`config.mk`:
```
export PLATFORM = sky130hd
export DESIGN_NAME = muldiv_unit
export DESIGN_NICKNAME = d
export VERILOG_FILES = /design/src/rtl/alu_definitions.sv /design/src/rtl/divider_core.sv /design/src/rtl/muldiv_unit.sv
export SDC_FILE = /design/constraint.sdc
export NUM_CORES = 2
export LEC_CHECK = 0
export ABC_AREA = 1
export CAP_MARGIN = 40
export CORE_ASPECT_RATIO = 1.1
export CORE_MARGIN = 8
export CORE_UTILIZATION = 50
export CTS_CLUSTER_SIZE = 10
export DETAILED_ROUTE_END_ITERATION = 6
export MAX_ROUTING_LAYER = met4
export PLACE_DENSITY = 0.64
export RECOVER_POWER = 100
export SYNTH_ARGS = -nofsm -noshare
export SYNTH_HDL_FRONTEND = slang
export SYNTH_SLANG_ARGS = --single-unit
```
`constraint.sdc`:
```
create_clock -name clk -period 19.2 [get_ports clk]
set_input_delay 4.8 -clock clk [delete_from_list [all_inputs] [get_ports clk]]
set_output_delay 4.8 -clock clk [all_outputs]
set_load 0.01 [all_outputs]
```
`src/rtl/alu_definitions.sv`:
```
// Shared execute-stage definitions: ALU control codes, RV32M multiply/divide
// opcodes, the multiply/divide sequencer states and a small sign helper.
package alu_definitions;

    typedef enum logic [3:0] {
        ALU_ADD,
        ALU_SUB,
        ALU_SLL,
        ALU_SLT,
        ALU_SLTU,
        ALU_XOR,
        ALU_SRL,
        ALU_SRA,
        ALU_OR,
        ALU_AND
    } alu_ctrl_t;

    typedef enum logic [2:0] {
        MD_MUL,
        MD_MULH,
        MD_MULHSU,
        MD_MULHU,
        MD_DIV,
        MD_DIVU,
        MD_REM,
        MD_REMU
    } muldiv_op_t;

    typedef enum logic [1:0] {
        IDLE,
        MUL,
        DIV,
        FIN
    } muldiv_state_t;

    localparam logic [31:0] INT_MIN = 32'h8000_0000;

    // Absolute value of a 32-bit operand when it is treated as signed.
    function automatic logic [31:0] magnitude(input logic [31:0] value,
                                              input logic        signed_op);
        return (signed_op && value[31]) ? (32'd0 - value) : value;
    endfunction

endpackage

```
`src/rtl/divider_core.sv`:
```
// Unsigned restoring divider: one quotient bit per clock, 32 iterations,
// with a single-cycle done pulse after the last iteration.
module divider_core (
    input  logic        clk,
    input  logic        rst,
    input  logic        start,
    input  logic [31:0] dividend,
    input  logic [31:0] divisor,
    output logic [31:0] quotient,
    output logic [31:0] remainder,
    output logic        done
);

    logic [31:0] quo;
    logic [31:0] rem;
    logic [31:0] div_q;
    logic [4:0]  count;
    logic        running;
    logic [32:0] trial;
    logic        fits;
    logic [31:0] diff;

    // Shift the next dividend bit into the partial remainder and test the subtraction.
    always_comb begin
        trial = {rem, quo[31]};
        fits  = (trial >= {1'b0, div_q});
        diff  = trial[31:0] - div_q;
    end

    // Iteration register: a new start always reloads, even over a run that was abandoned.
    always_ff @(posedge clk or posedge rst) begin
        if (rst) begin
            quo     <= '0;
            rem     <= '0;
            div_q   <= '0;
            count   <= '0;
            running <= 1'b0;
            done    <= 1'b0;
        end else begin
            done <= 1'b0;
            if (start) begin
                quo     <= dividend;
                rem     <= '0;
                div_q   <= divisor;
                count   <= '0;
                running <= 1'b1;
            end else if (running) begin
                if (fits) begin
                    rem <= diff;
                    quo <= {quo[30:0], 1'b1};
                end else begin
                    rem <= trial[31:0];
                    quo <= {quo[30:0], 1'b0};
                end
                count <= count + 5'd1;
                if (count == 5'd31) begin
                    running <= 1'b0;
                    done    <= 1'b1;
                end
            end
        end
    end

    assign quotient  = quo;
    assign remainder = rem;

endmodule

```
`src/rtl/muldiv_unit.sv`:
```
// RV32M multiply/divide unit: single-cycle 33x33 multiply, iterative divide
// through divider_core, fast path for divide-by-zero and signed overflow.
module muldiv_unit
    import alu_definitions::*;
(
    input  logic        clk,
    input  logic        rst,
    input  logic        start,
    input  muldiv_op_t  op,
    input  logic [31:0] op1,
    input  logic [31:0] op2,
    input  logic        flush,
    output logic        busy,
    output logic        done,
    output logic [31:0] result
);

    muldiv_state_t state, state_next;
    muldiv_op_t    op_q;
    logic [31:0]   op1_q, op2_q;
    logic [31:0]   fin_value, fin_next;
    logic          fin_load, fast_load, fast_q;
    logic          accept, finishing;
    logic          req_is_div, req_is_rem, req_signed, req_div_zero, req_overflow;
    logic          core_start, core_done;
    logic [31:0]   core_quotient, core_remainder;
    logic [63:0]   mul_a, mul_b, product;
    logic          neg_quotient, neg_remainder;
    logic [31:0]   div_fixed;

    assign accept    = (state == IDLE) && start && !flush;
    assign finishing = (state == FIN) && !fast_q && !flush;
    assign busy      = (state != IDLE);

    // Classify the incoming request so special cases can bypass the divider.
    always_comb begin
        req_is_div   = op inside {MD_DIV, MD_DIVU, MD_REM, MD_REMU};
        req_is_rem   = op inside {MD_REM, MD_REMU};
        req_signed   = op inside {MD_DIV, MD_REM};
        req_div_zero = (op2 == 32'd0);
        req_overflow = req_signed && (op1 == INT_MIN) && (op2 == 32'hFFFF_FFFF);
    end

    // Sign/zero-extend the latched operands; the low 64 bits of a 64x64 product equal the 33x33 signed product.
    always_comb begin
        mul_a   = {{32{(op_q != MD_MULHU) & op1_q[31]}}, op1_q};
        mul_b   = {{32{((op_q == MD_MUL) || (op_q == MD_MULH)) & op2_q[31]}}, op2_q};
        product = mul_a * mul_b;
    end

    // Restore signs on the divider's magnitude results.
    always_comb begin
        neg_quotient  = (op_q == MD_DIV) && (op1_q[31] ^ op2_q[31]);
        neg_remainder = (op_q == MD_REM) && op1_q[31];
        if (op_q inside {MD_REM, MD_REMU})
            div_fixed = neg_remainder ? (32'd0 - core_remainder) : core_remainder;
        else
            div_fixed = neg_quotient ? (32'd0 - core_quotient) : core_quotient;
    end

    // Next-state logic; fast-path results wait one extra cycle in FIN so short operations share one latency.
    always_comb begin
        state_next = state;
        core_start = 1'b0;
        fin_load   = 1'b0;
        fast_load  = 1'b0;
        fin_next   = '0;
        if (flush) begin
            state_next = IDLE;
        end else begin
            case (state)
                IDLE: begin
                    if (start) begin
                        if (!req_is_div) begin
                            state_next = MUL;
                        end else if (req_div_zero) begin
                            state_next = FIN;
                            fin_load   = 1'b1;
                            fast_load  = 1'b1;
                            fin_next   = req_is_rem ? op1 : 32'hFFFF_FFFF;
                        end else if (req_overflow) begin
                            state_next = FIN;
                            fin_load   = 1'b1;
                            fast_load  = 1'b1;
                            fin_next   = req_is_rem ? 32'd0 : INT_MIN;
                        end else begin
                            state_next = DIV;
                            core_start = 1'b1;
                        end
                    end
                end
                MUL: begin
                    state_next = FIN;
                    fin_load   = 1'b1;
                    fin_next   = (op_q == MD_MUL) ? product[31:0] : product[63:32];
                end
                DIV: begin
                    if (core_done) begin
                        state_next = FIN;
                        fin_load   = 1'b1;
                        fin_next   = div_fixed;
                    end
                end
                FIN: begin
                    state_next = fast_q ? FIN : IDLE;
                end
                default: begin
                    state_next = IDLE;
                end
            endcase
        end
    end

    // State register.
    always_ff @(posedge clk or posedge rst) begin
        if (rst) state <= IDLE;
        else     state <= state_next;
    end

    // Operands are captured only on an accepted start, so a start while busy cannot disturb them.
    always_ff @(posedge clk or posedge rst) begin
        if (rst) begin
            op_q  <= MD_MUL;
            op1_q <= '0;
            op2_q <= '0;
        end else if (accept) begin
            op_q  <= op;
            op1_q <= op1;
            op2_q <= op2;
        end
    end

    // Pending result and fast-path hold flag, staged in FIN before being published.
    always_ff @(posedge clk or posedge rst) begin
        if (rst) begin
            fin_value <= '0;
            fast_q    <= 1'b0;
        end else begin
            if (fin_load) fin_value <= fin_next;
            if (flush)          fast_q <= 1'b0;
            else if (fast_load) fast_q <= 1'b1;
            else if (state == FIN) fast_q <= 1'b0;
        end
    end

    // Publish the result with a one-cycle done pulse; a flush in FIN leaves the old result visible.
    always_ff @(posedge clk or posedge rst) begin
        if (rst) begin
            done   <= 1'b0;
            result <= '0;
        end else begin
            done <= finishing;
            if (finishing) result <= fin_value;
        end
    end

    divider_core u_divider_core (
        .clk       (clk),
        .rst       (rst),
        .start     (core_start),
        .dividend  (magnitude(op1, req_signed)),
        .divisor   (magnitude(op2, req_signed)),
        .quotient  (core_quotient),
        .remainder (core_remainder),
        .done      (core_done)
    );

endmodule

```
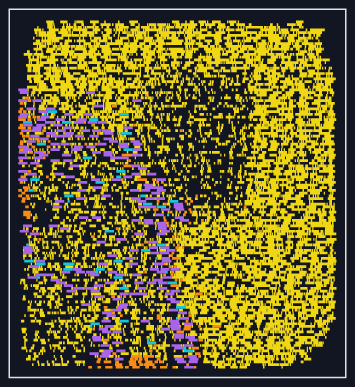
*Placed cells, one color a class*
(1 px per um)
| color | class | cells | share of their area |
|---|---|---|---|
| yellow | remaining logic cells | 6836 | 85% |
| cyan | clock drivers and dummy loads | 49 | 1.6% |
| orange | remaining buffers and delay cells | 195 | 3.2% |
| purple | registers | 238 | 10% |

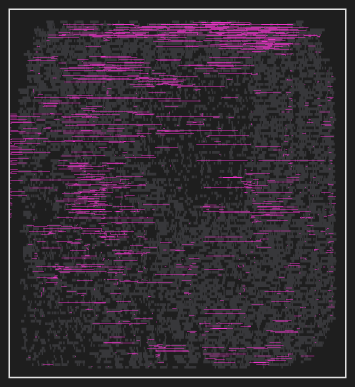
*The metal 3 layer*
(1 px per um) Cells faint in the background.
main direction: horizontal
nets with wire on the layer: 484

==> impl_metrics.tcl <==
# implementation run metrics
set metrics [dict create \
    status "complete, but fails checks" \
    violations "max-capacitance violations, max-slew violations" \
    crit_fanout 77 \
    yosysUniqueCellTypes 53 \
    wl_met3_um 13460 \
    ys_seq_share_pct 10.65 \
    comb_area_sq_um 41750 \
    clock-root-buffer "clkbuf_16" \
    place_congestion 1.023 \
    floorplan.core_util_pct 50.47 \
    avgSynthCellArea_sq_um 7.533 \
    finalHoldViolations 0 \
    yosys_area_sq_um 55930 \
    final_cell_mix "2029 x nand2_1, 1797 x inv_1, 1126 x fa_1, 487 x nor2_1, 267 x nand3_1" \
    ios 105 \
    drt_wl_total_um 194200 \
    top_layer "met4" \
    required_ns 19.66 \
    grt_pass1_wl_um 302100 \
    critical_path.max_stage_delay_ns 2.52 \
    nNetsFinal 8755 \
    buffer_area_share_pct 3.092 \
    setup_viol 0 \
    clock_path_buffers 3 \
    synth_top_area_share_pct 40.30 \
    drt_iter0_markers 4130 \
    final_area_sq_um 59150 \
    drt_pass1_iterations 6 \
    placed_area_sq_um 58360 \
    clock_latency_ns 0.59 \
    grt_overflow 0 \
    maxCapViolations 12 \
    io_buffers 104 \
    setup_tns_ns 0 \
    synth-main-ff-cell "dfrtp_1" \
    ys_warn_count 0 \
    top_cells_by_count "2027 x nand2_1, 1797 x inv_1, 1126 x fa_1" \
    fill_cells 10960 \
    row_count 128 \
    cts_resized 0 \
    area_leaders "fa_1 40%, nand2_1 14%, inv_1 12%, dfrtp_1 11%, ha_1 5.7%" \
    via_per_inst 5.431 \
    drv_slew 582 \
    dieArea_sq_um 122800 \
    nClkBuffers 44 \
]
==> through the flow <==
step	util (%)	instances	setup slack [ns]	hold WS [ns]
after floorplan	-	7424	7.869	0.4496
after global placement	52.38	8749	10.22	0.4555
after detailed placement	52.66	8764	10.23	0.4594
after CTS	53.51	8813	10.55	0.4736
after global routing	53.37	8816	5.605	0.4815
final	53.37	8816	6.088	0.4693
==> logic make-up after synthesis <==
kind of cell             count (synthesis)  share of synthesized area (%)
AND/OR/NAND/NOR                       2917                          20.81
buffers and inverters                 2158                          14.63
adder cells (fa/ha/maj)               1383                          46.05
AND-OR/OR-AND                          630                          6.318
XOR/XNOR                                98                          1.535
flip-flops                             238                          10.65
==> flip-flops by register name, indices dropped and copies added, names as in the netlist, 3 cells and up <==
| register | count |
|---|---|
| u_divider_core.count | 5 |
| u_divider_core.quotient | 32 |
| op2_q | 32 |
| u_divider_core.remainder | 32 |
| fin_value | 32 |
| op_q | 3 |
| op1_q | 32 |
| result | 32 |
| u_divider_core.div_q | 32 |
==> worst max-delay path by stage <==
stage                          startpoint                                  endpoint  slack [ns]  depth (start not counted)
finish                              flush  u_divider_core.remainder[19]$_DFFE_PP0P_        6.09                         10
global route                        flush  u_divider_core.remainder[28]$_DFFE_PP0P_        5.60                         10
CTS                 op1_q[31]$_DFFE_PP0P_                 fin_value[25]$_DFFE_PP0P_       10.55                         23
detailed placement                 op1[0]   u_divider_core.quotient[27]$_DFFE_PP0P_       10.23                         14
global placement                   op1[0]    u_divider_core.quotient[8]$_DFFE_PP0P_       10.22                         14
floorplan                             rst                            done$_DFF_PP0_        7.87                          1
